Design adder_seq_para, sky130hd; sources not shown.
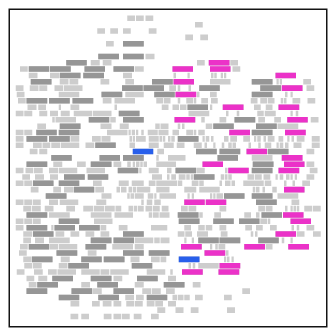
Run 1: register map, names as in the netlist
Other sequential cells in the stronger grey, the rest of the logic in the fainter grey.
Key: sum = magenta [flops 32]; state_q = blue [flops 2]
area of all sequential standard cells: 3350 sq um
share of cell area taken by flip-flops and latches: 0.431
post-layout utilization of the core: 0.455

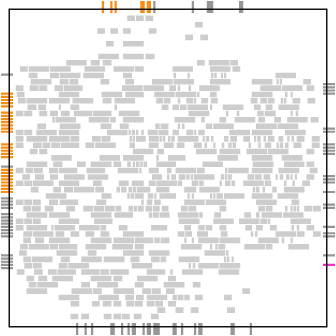
Run 1: ports around the boundary
Pins as bars across the die edge, other pins in grey.
Key: reset_n = magenta [pins 1, direction input, edge right]; b = orange [pins 32, direction input, edge 25 left, 7 top]
count of port buffers added during placement: 102
chip height: 135 microns

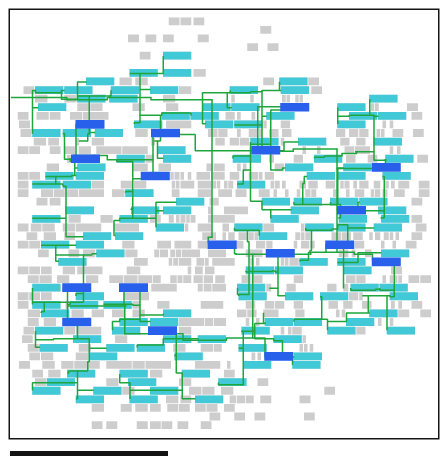
Run 1: routed clock nets over the placement
Bar = 50 microns.
Key: flip-flops = cyan [count 134]; clock wires = green [length 1,680 microns]; clock-net drivers = blue [count 17]
There are 18 routed clock nets. Position of the flops: all over the die.
worst-skew pair later-pin latency: 0.42 ns

==> flow report, run 1 <==
========================================================================================
Run status                                                                  finished, final reports clean
Post-route design area                                                        7780 sq um
Dominant cell area share                                                           0.554
Antenna Diode Count                                                                    0
Global-route wire length before repair                                      22,700 microns
Cell count in the Yosys report                                                       457
Largest stage delay, worst path                                                  0.57 ns
Master of the slowest instance on the critical path                         sky130_fd_sc_hd__mux4_2
Total Negative Setup Slacks                                                         0 ns
Initial antenna violation count                                                        0
Type of destination of the critical path                                        register
Total length of routed wires                                                14,300 microns
Placer's final routability congestion estimate                                     0.843
Synth async-reset ratio                                                             1.00
Area fraction in full adders, half adders and majority gates                      0.0335
CP dominant cell by count                                                   sky130_fd_sc_hd__fa_1
Sum of overflow across all layers after global routing                                 0
Synthesized registers                                                                134
Root Buffer                                                                 sky130_fd_sc_hd__clkbuf_16
Post-Synth XOR/XNOR Area                                                         0.00848
Clock period minus final worst setup slack                                       3.86 ns
Mux frac, synth                                                                    0.180
Detail-routed via count per cell                                                    5.18
Number of instances on the worst hold path                                             2
Sequential cell area fraction in the yosys report                                  0.554
Net count entering floorplan                                                         540
Portion of the clock cycle consumed by the worst path in the final layout          0.536
Clk slew on worst S/H paths                                                      0.05 ns
Number of buffers on the longest clock path                                            2
All-Layer GR Usage                                                                 0.169
I/O pin cnt                                                                          103
Horizontal extent of the die                                                 135 microns
DR WL/cell                                                                  17.9 microns
========================================================================================
run 1: cell usage in the layout (no fill, tap or decap), drive strengths merged, types with 2 or more instances in the layout:
cell	count
nor2b	2
dfrtp	134
clkdlybuf4s50	101
nor2	61
o21bai	2
mux2	65
xor2	2
a21oi	13
o21ai	13
inv	11
buf	5
a221oi	29
ha	13
nor3	3
clkbuf	26
clkinv	4
and3	4
a21o	3
fa	2
a22o	28
nand2	16
xnor2	3
mux4	16
and2	3
nor4	3
run 1: per-stage QoR:
| step | std cells |
|---|---|
| floorplan | 457 |
| global placement | 765 |
| detailed placement | 765 |
| CTS | 795 |
| global route | 795 |
| finish | 795 |
run 1: routing by layer:
metal	routed length, microns	global-route usage	part of all wire
met5	0	-	0
met4	112	0.0469	0.0079
met3	847	0.0449	0.059
met2	6850	0.255	0.48
met1	6450	0.227	0.45
run 1: worst min-delay path: cells and delay by family, from the launching register on:
family / cells / cell delay (ns)
AOI/OAI and AO/OA: 1 / 0.06
DFF: 1 / 0.34
and+or+nand+nor: 1 / 0.05
run 1: kinds of logic (layout without fill, tap and decap cells):
| group | Yosys count | in the layout |
|---|---|---|
| XOR/XNOR | 5 | 5 |
| adder cells (fa/ha/maj) | 15 | 15 |
| multiplexers | 81 | 81 |
| AND/OR/NAND/NOR | 97 | 97 |
| AND-OR/OR-AND | 90 | 90 |
| buffers and inverters | 35 | 148 |
| flip-flops | 134 | 134 |
run 1: layout make-up:
cell class	instances	area [sq um]	share of cell area
Multi-Input combinational cell	288	2540	0.326
Clock buffer	26	489	0.0628
Timing Repair Buffer	106	1050	0.135
Inverter	12	45.0	0.00579
Sequential cell	134	3350	0.431
Clock inverter	4	22.5	0.00289
Tap cell	225	282	0.0362
Run 1, the clock network:
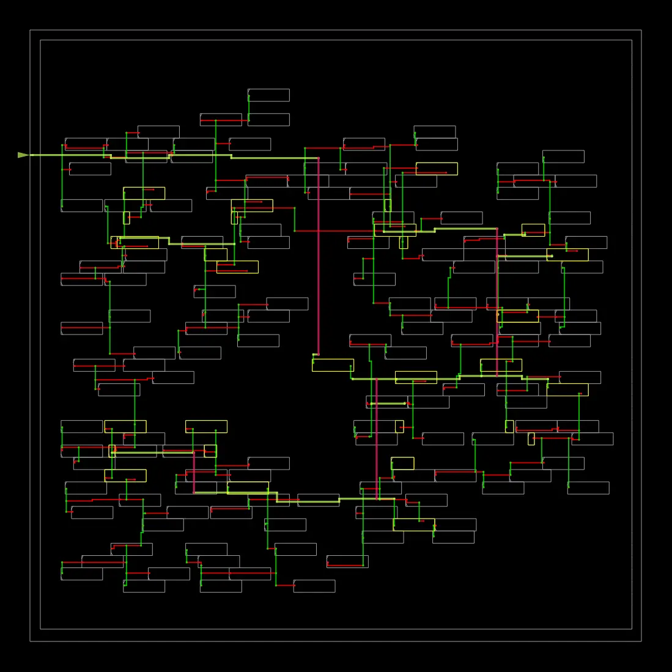

==> inputs of run 2 (changes only) <==
- PLACE_DENSITY: 0.59 -> 0.61
- clock period: 7.2 -> 3.13 ns (I/O delays scaled with it)
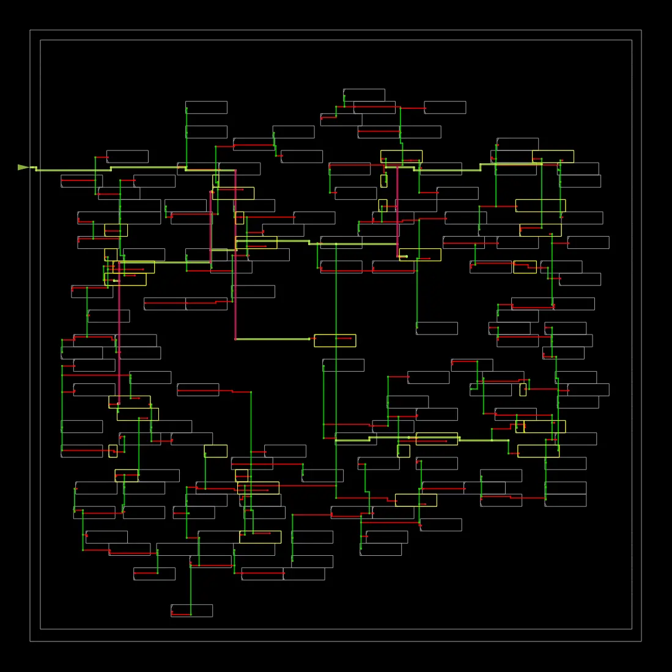
Run 2: the clock network
Seq cells: 134
cts bufs inserted: 17
clock sinks: 134
Clock Buffer Count: 24

==> run 2 against run 1 <==
Synthesized cell count unchanged. Area after synthesis did not move. Critical path depth is 1 lower. Wire length increased by 2.2%. Non-clock buffer count up 18. Count of clock-buffer cells in the layout decreased by 2. Highest routed layer unchanged. Utilization increased by 1.7 points. Global-route usage up 0.65 points.
==> flow report, run 2 <==
========================================================================================
Synthesized registers                                                                134   unchanged
Clock period minus final worst setup slack                                       3.13 ns   -0.734 ns
Clk slew on worst S/H paths                                                      0.05 ns   about the same
Root Buffer                                                                 sky130_fd_sc_hd__clkbuf_16
Net count entering floorplan                                                         540   unchanged
Antenna Diode Count                                                                    0   unchanged
Dominant cell area share                                                           0.554   unchanged
Total length of routed wires                                                14,600 microns   +2.2%
I/O pin cnt                                                                          103   unchanged
Placer's final routability congestion estimate                                     0.833   -1.2%
Number of instances on the worst hold path                                             2   unchanged
Global-route wire length before repair                                      23,600 microns   +4.1%
Cell count in the Yosys report                                                       457   unchanged
Count of port buffers added during placement                                         102   unchanged
Horizontal extent of the die                                                 135 microns   unchanged
Most instantiated logic cell after routing                                  sky130_fd_sc_hd__dfrtp_1
Detail-routed via count per cell                                                    5.17   -0.28%
Type of destination of the critical path                                        register
Worst-skew pair later-pin latency                                                0.42 ns   about the same
Post-layout utilization of the core                                                0.472   +0.0174
Post-route design area                                                        8080 sq um   +3.8%
Run status                                                                  finished, final reports clean
Portion of the clock cycle consumed by the worst path in the final layout          0.999   +0.463
Sequential cell area fraction in the yosys report                                  0.554   unchanged
Sum of overflow across all layers after global routing                                 0   unchanged
Leading cell types in the layout, fill and taps excluded                    sky130_fd_sc_hd__dfrtp_1 (133), sky130_fd_sc_hd__clkdlybuf4s50_1 (101), sky130_fd_sc_hd__mux2_2 (65)
========================================================================================
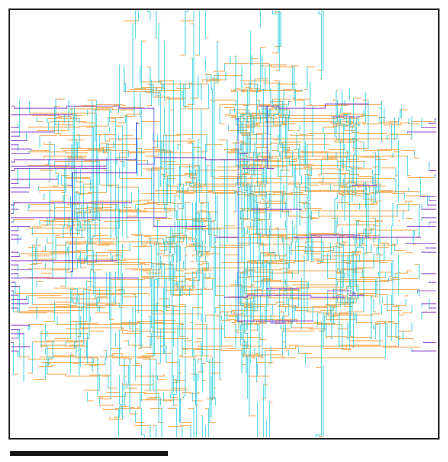
Run 2: wiring by layer
Bar = 50 microns.
Key: M4 = blue [wire length 168 microns]; M2 = cyan [wire length 7,180 microns]; M3 = purple [wire length 878 microns]; M1 = orange [wire length 6,350 microns]
All-Layer GR Usage: 0.175
total via count in the routed design: 4,213

## run 2: cell counts after synthesis
No cell type changed its count.
## run 2: worst max-delay path, stage by stage (launching register included)
cell and delay, ns:
sky130_fd_sc_hd__dfrtp_2 0.41, sky130_fd_sc_hd__mux4_2 0.54, sky130_fd_sc_hd__fa_2 0.40, sky130_fd_sc_hd__fa_2 0.36, sky130_fd_sc_hd__a21o_4 0.22, sky130_fd_sc_hd__a221oi_4 0.34
sky130_fd_sc_hd__xnor2_4 0.20, sky130_fd_sc_hd__a221oi_2 0.29, sky130_fd_sc_hd__nor2_1 0.08
## run 2: cell type report
| class | instances | area, sq um | share of cell area |
|---|---|---|---|
| well taps | 225 | 282 | 0.0348 |
| clock inverters | 8 | 72.6 | 0.00898 |
| clock buffers | 24 | 492 | 0.0608 |
| repair buffers | 124 | 1210 | 0.150 |
| multi-input cells | 288 | 2630 | 0.325 |
| flip-flops and latches | 134 | 3350 | 0.415 |
| inverters | 12 | 45.0 | 0.00557 |
## run 2: kinds of logic (layout without fill, tap and decap cells)
family	after synthesis	count (layout)	synth area share
muxes	81	81	0.180
buffers and inverters	35	168	0.0263
and+or+nand+nor	97	97	0.0796
AOI/OAI and AO/OA	90	90	0.118
xor gates and xnor gates	5	5	0.00848
DFF	134	134	0.554
adders and majority gates	15	15	0.0335
## run 2: stage by stage
| stage | TNS [ns] | worst slack [ns] | instances |
|---|---|---|---|
| 6_report | 0 | 0.00357 | 815 |
| 5_1_grt | -0.313 | -0.0697 | 815 |
| 4_1_cts | 0 | 0.00575 | 812 |
| 3_5_place_dp | -0.266 | -0.0969 | 779 |
| 3_3_place_gp | -0.123 | -0.0663 | 779 |
| 2_1_floorplan | -0.0218 | -0.0218 | 457 |
## run 2: repair_timing
action                     CTS  global route
hold buffers                 1             0
hold endpoints to repair    52             0
setup endpoints to repair    5            30
gates resized                5             5
buffers inserted             0             3
pin swaps                    2             7
## run 2: per-layer routing
| layer | GRT usage | routed length [microns] | up-vias |
|---|---|---|---|
| met2 | 0.270 | 7180 | 112 |
| met3 | 0.0539 | 877 | 14 |
| met1 | 0.223 | 6350 | 2161 |
| li1 | - | - | 1926 |
| met5 | - | 0 | - |
| met4 | 0.0556 | 167 | 0 |
